==> src/rtl/oldland_prefetch.sv <==
// Instruction prefetch buffer: a 4-deep FIFO of sequential words ahead of the fetch address,
// with a single outstanding memory read that is kept, or dropped when a redirect makes it stale.
module oldland_prefetch (
    input  logic        clk,
    input  logic        rst_n,
    input  logic        i_access,
    input  logic [29:0] i_addr,
    output logic [31:0] i_data,
    output logic        i_ack,
    output logic        i_error,
    input  logic        i_inval,
    output logic        m_access,
    output logic [29:0] m_addr,
    input  logic [31:0] m_data,
    input  logic        m_ack,
    input  logic        m_error
);

    typedef enum logic [1:0] {
        MIdle,
        MFetch,
        MDiscard
    } mstate_e;

    mstate_e     mstate_q, mstate_d;
    logic [29:0] m_addr_q, m_addr_d;

    logic [31:0] data_q [4];
    logic [3:0]  err_q;
    logic [1:0]  rd_ptr_q, rd_ptr_d;
    logic [2:0]  count_q, count_d;
    logic [29:0] head_q, head_d;

    logic        i_ack_q, i_ack_d;
    logic        i_error_q, i_error_d;
    logic [31:0] i_data_q, i_data_d;

    logic        lookup, pending, m_done;
    logic        head_hit, kept_wait;
    logic        hit, miss, flush, push;
    logic        err_any;
    logic [1:0]  wr_idx;
    logic [2:0]  count_e;
    logic [29:0] head_e;
    logic        err_e;
    logic [29:0] next_fetch;
    logic        issue;

    assign lookup  = i_access & ~i_ack_q;
    assign pending = (mstate_q == MFetch);
    assign m_done  = m_ack | m_error;

    assign head_hit = (count_q != 3'd0) && (i_addr == head_q);
    // The word for i_addr is already on its way into an empty buffer: wait rather than flush.
    assign kept_wait = (count_q == 3'd0) && pending && (m_addr_q == i_addr);

    assign hit   = lookup & ~i_inval & head_hit;
    assign miss  = lookup & ~i_inval & ~head_hit & ~kept_wait;
    assign flush = i_inval | miss;
    assign push  = pending & m_done & ~flush;

    assign wr_idx = rd_ptr_q + count_q[1:0];

    always_comb begin
        err_any = 1'b0;
        for (int i = 0; i < 4; i++) begin
            if ((3'(i) < count_q) && err_q[rd_ptr_q + 2'(i)]) begin
                err_any = 1'b1;
            end
        end
    end

    // Issue decisions look at the buffer as it will stand after this cycle's flush.
    always_comb begin
        count_e    = flush ? 3'd0 : count_q;
        head_e     = miss ? i_addr : head_q;
        err_e      = flush ? 1'b0 : err_any;
        next_fetch = head_e + 30'(count_e) + 30'(pending);
        issue      = (mstate_q == MIdle) & ~i_inval & (count_e < 3'd4) & ~err_e &
                     (i_access | (count_e != 3'd0));
    end

    always_comb begin
        mstate_d = mstate_q;
        m_addr_d = m_addr_q;
        case (mstate_q)
            MIdle: begin
                if (issue) begin
                    mstate_d = MFetch;
                    m_addr_d = next_fetch;
                end
            end
            MFetch: begin
                if (m_done) begin
                    mstate_d = MIdle;
                end else if (flush) begin
                    mstate_d = MDiscard;
                end
            end
            MDiscard: begin
                if (m_done) begin
                    mstate_d = MIdle;
                end
            end
            default: mstate_d = MIdle;
        endcase
    end

    always_comb begin
        count_d  = count_q;
        head_d   = head_q;
        rd_ptr_d = rd_ptr_q;
        if (flush) begin
            count_d = 3'd0;
            if (miss) begin
                head_d = i_addr;
            end
        end else begin
            count_d = count_q + 3'(push) - 3'(hit);
            if (hit) begin
                head_d   = head_q + 30'd1;
                rd_ptr_d = rd_ptr_q + 2'd1;
            end
        end
    end

    always_comb begin
        i_ack_d   = hit;
        i_data_d  = hit ? data_q[rd_ptr_q] : 32'd0;
        i_error_d = hit & err_q[rd_ptr_q];
    end

    always_ff @(posedge clk or negedge rst_n) begin
        if (!rst_n) begin
            mstate_q  <= MIdle;
            m_addr_q  <= 30'd0;
            count_q   <= 3'd0;
            head_q    <= 30'd0;
            rd_ptr_q  <= 2'd0;
            err_q     <= 4'd0;
            i_ack_q   <= 1'b0;
            i_error_q <= 1'b0;
            i_data_q  <= 32'd0;
        end else begin
            mstate_q  <= mstate_d;
            m_addr_q  <= m_addr_d;
            count_q   <= count_d;
            head_q    <= head_d;
            rd_ptr_q  <= rd_ptr_d;
            i_ack_q   <= i_ack_d;
            i_error_q <= i_error_d;
            i_data_q  <= i_data_d;
            if (push) begin
                err_q[wr_idx] <= m_error;
            end
        end
    end

    // Payload storage needs no reset; occupancy alone says which slots are live.
    always_ff @(posedge clk) begin
        if (push) begin
            data_q[wr_idx] <= m_data;
        end
    end

    assign m_access = (mstate_q != MIdle);
    assign m_addr   = m_addr_q;
    assign i_ack    = i_ack_q;
    assign i_error  = i_error_q;
    assign i_data   = i_data_q;

endmodule
==> config.mk <==
export PLATFORM = sky130hd
export DESIGN_NAME = oldland_prefetch
export DESIGN_NICKNAME = d
export VERILOG_FILES = /design/src/rtl/oldland_prefetch.sv
export SDC_FILE = /design/constraint.sdc
export NUM_CORES = 1
export LEC_CHECK = 0
export CORE_MARGIN = 3
export CORE_UTILIZATION = 53
export CTS_BUF_LIST = sky130_fd_sc_hd__clkbuf_2
export CTS_CLUSTER_DIAMETER = 80
export CTS_CLUSTER_SIZE = 25
export DETAILED_ROUTE_END_ITERATION = 12
export GPL_TIMING_DRIVEN = 0
export PLACE_DENSITY = 0.77
export SETUP_SLACK_MARGIN = 0.15
export SKIP_LAST_GASP = 1
export SLEW_MARGIN = 10
export SYNTH_ARGS = -nofsm -noshare
export SYNTH_HDL_FRONTEND = slang
export SYNTH_SLANG_ARGS = --single-unit
==> constraint.sdc <==
create_clock -name clk -period 4.1 [get_ports clk]
set_clock_uncertainty 0.05 [all_clocks]
set_input_delay 0.82 -clock clk [delete_from_list [all_inputs] [get_ports clk]]
set_output_delay 0.82 -clock clk [all_outputs]
set_load 0.01 [all_outputs]
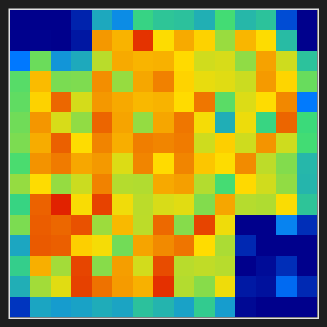
(cell density map)
(2 px per um) 15 x 15 tiles, from dark blue (low) to red (high), 0 to 100% covered.
mean over tiles	59%
fullest tile	96%
emptiest ninth of the die	south-east
tiles over 75% full	36%
nearly empty tiles	8.4%
Core ar.: 0.0212 mm2
fp_density: 0.545

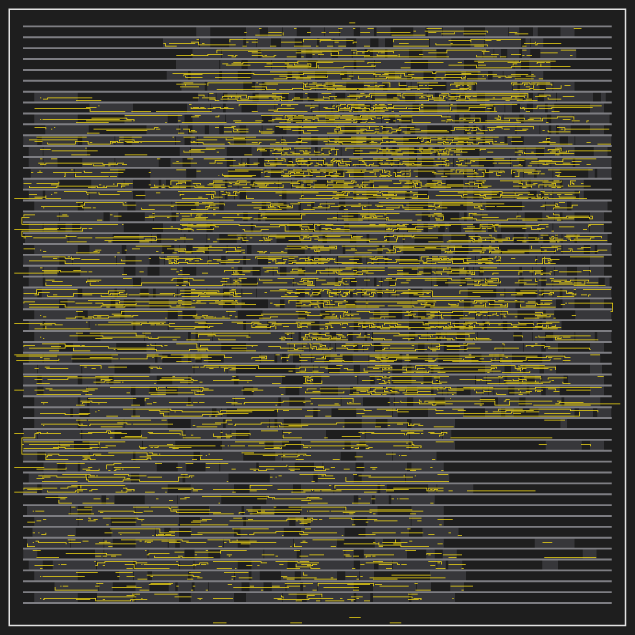
(signal wires on met1)
(4 px per um) Supply wires on this layer in gray.
wire length on this layer	12100 um
main direction	horizontal
longest straight run	54.7 um
share of all routed wire	40%
nets with wire on the layer	1091
WL final: 30.3 mm
total number of vias: 8271
met1 GRT Util: 0.345

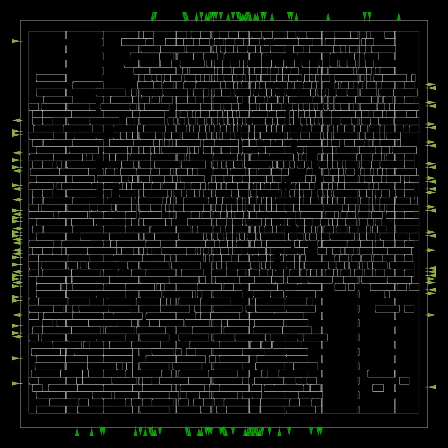
(cell placement)
standard-cell row count: 53
Seq area share: 0.452
TAP cells: 275
Fillers: 1526
registers: 233

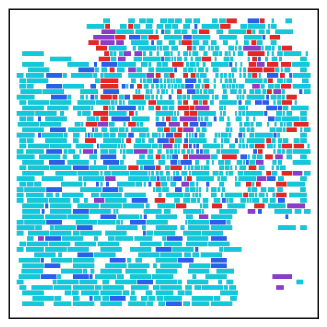
(cell sizes after repair)
(2 px per um)
size	color	cells	share	most used
drive 2	blue	121	11%	mux4_2
drive 6 and up	purple	35	3.1%	buf_6
drive 3 to 4	red	99	8.8%	buf_4
drive 1 or less	cyan	865	77%	edfxtp_1

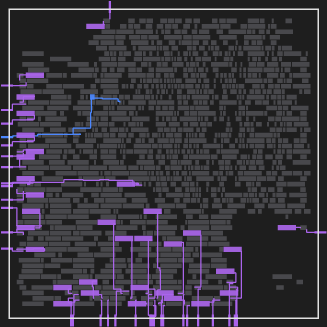
(port wiring)
(2 px per um)
port	color	direction	end cells	buffers	wire
m_access	blue	output	1	1	80.6 um
i_data	purple	output	32	32	856 um

==> ci_impl_report.md <==
### Yosys + OpenROAD results

| Metric | Value |
|---|---|
| Non-clk buf share | 0.148 |
| Ys cells | 929 |
| Post-layout instance area | 0.0143 mm2 |
| RR Startpoint | head_q[26] |
| Violated checks | negative setup slack |
| CP Depth | 21 |
| F_max | 230 MHz |
| Max-slew violations | 0 |
| Comb area share | 0.357 |
| Crit path launch type | primary input |
| Crit-path slowest cell | clkdlybuf4s50_1 |
| Hold Path End | head_q[23] |
| Post-CTS Setup Bufs | 35 |
| Arrival time at the worst endpoint | 5.06 ns |
| Chip area | 0.0236 mm2 |
| Largest net degree at the start of global routing | 78 |
| Slew headroom | 0.400 |
| Top pwr grp | registers |
| Critical setup path kind | in2reg |
| Syn avg cell area | 12.4 um2 |
| Synth Instances | 929 |
| Reg2Reg Capture Point | m_addr[24] |
| Worst-case reg-to-reg path depth | 21 |
| Final hold vios | 0 |
| Clock period minus worst slack | 4.35 ns |
| Final worst setup slack | -0.248 ns |
| XOR-XNOR Cells, Area Fraction | 0.0886 |
| Dpl cells | 1321 |
| DP Worst Slack | -1.90 ns |
| Post-CTS Hold Fix Bufs | 1 |
| Clock network power share | 0.189 |
| DR WL met2 | 14.4 mm |
| Synth area leader | edfxtp_1 |
| GPL Wtd Cong | 0.938 |
| Share of layout cells above drive strength 1 | 0.228 |
| Post-synth EDFFs | 128 |
| First-pass GRT wire length | 46.6 mm |
| TritonCTS clock tree | done |
| Layout Cells excl Fill | 1396 |
| Largest fanout on the critical path | 5 |
| Mux frac, synth | 0.112 |
| Final core utilization | 0.675 |
| DR pass1 iterations | 5 |
| Clock buf count | 18 |
| M1 wire length | 12.1 mm |
| GR Layer Usage met3 | 0.0509 |
| OpenROAD warning count | 30 |
| Delay-heaviest family, CP | simple AND/OR/NAND/NOR gates |
| CP endpoint | m_addr[24] |
| Asr flop ratio synth | 0.451 |
| Antenna violations before repair | 2 |
| Global route overflow | 0 |
| Logic area | 0.00511 mm2 |
| PwrDens | 373 mW/mm2 |
| Cts bufs inserted | 14 |
| Status | finished, violations left |
| WL/cell | 21.7 um |
| Worst path required time | 4.81 ns |
| # setup viols final | 21 |
| RSZ-0062 raised after global routing | true |
| Diodes inserted | 1 |
| Post-DP HPWL | 20.4 mm |
| Worst Hold Depth | 3 |
| Top logic cells by instance count in the layout | 128 x edfxtp_1, 108 x clkdlybuf4s50_1, 103 x dfrtp_1 |
| Tcrit/Tclk final | 1.06 |
| Synthesized flop and latch total | 233 |
| Residual DRC | 0 |
| Gr busiest metal | met2 |
| Mapped Nets | 1008 |
| Placed Area | 0.0133 mm2 |
| Clk buf depth | 3 |
| Storage cell area | 0.00647 mm2 |
| CP max stage delay | 0.54 ns |
| Synth cell count leaders | 128 x edfxtp_1, 105 x dfrtp_1, 75 x xor2_1, 62 x nor2_1, 56 x nand2_1 |
| Overall Power | 5350 uW |
| Worst path buffer plus inverter count | 5 |
| Int Pwr | 3680 uW |
| Vias in the first global route | 8258 |
| Seq pwr share | 0.529 |
| Routed wl met3 | 2.52 mm |
| All-layer global routing usage | 0.251 |
| Hold_ws | 0.170 ns |
| Top non-seq family | simple AND/OR/NAND/NOR gates |
| Setup slack, reg-to-reg | -0.24 ns |
| Switch Pwr | 1670 uW |
| Net Sw Frac | 0.312 |
Power is estimated from default activity; no workload was simulated.
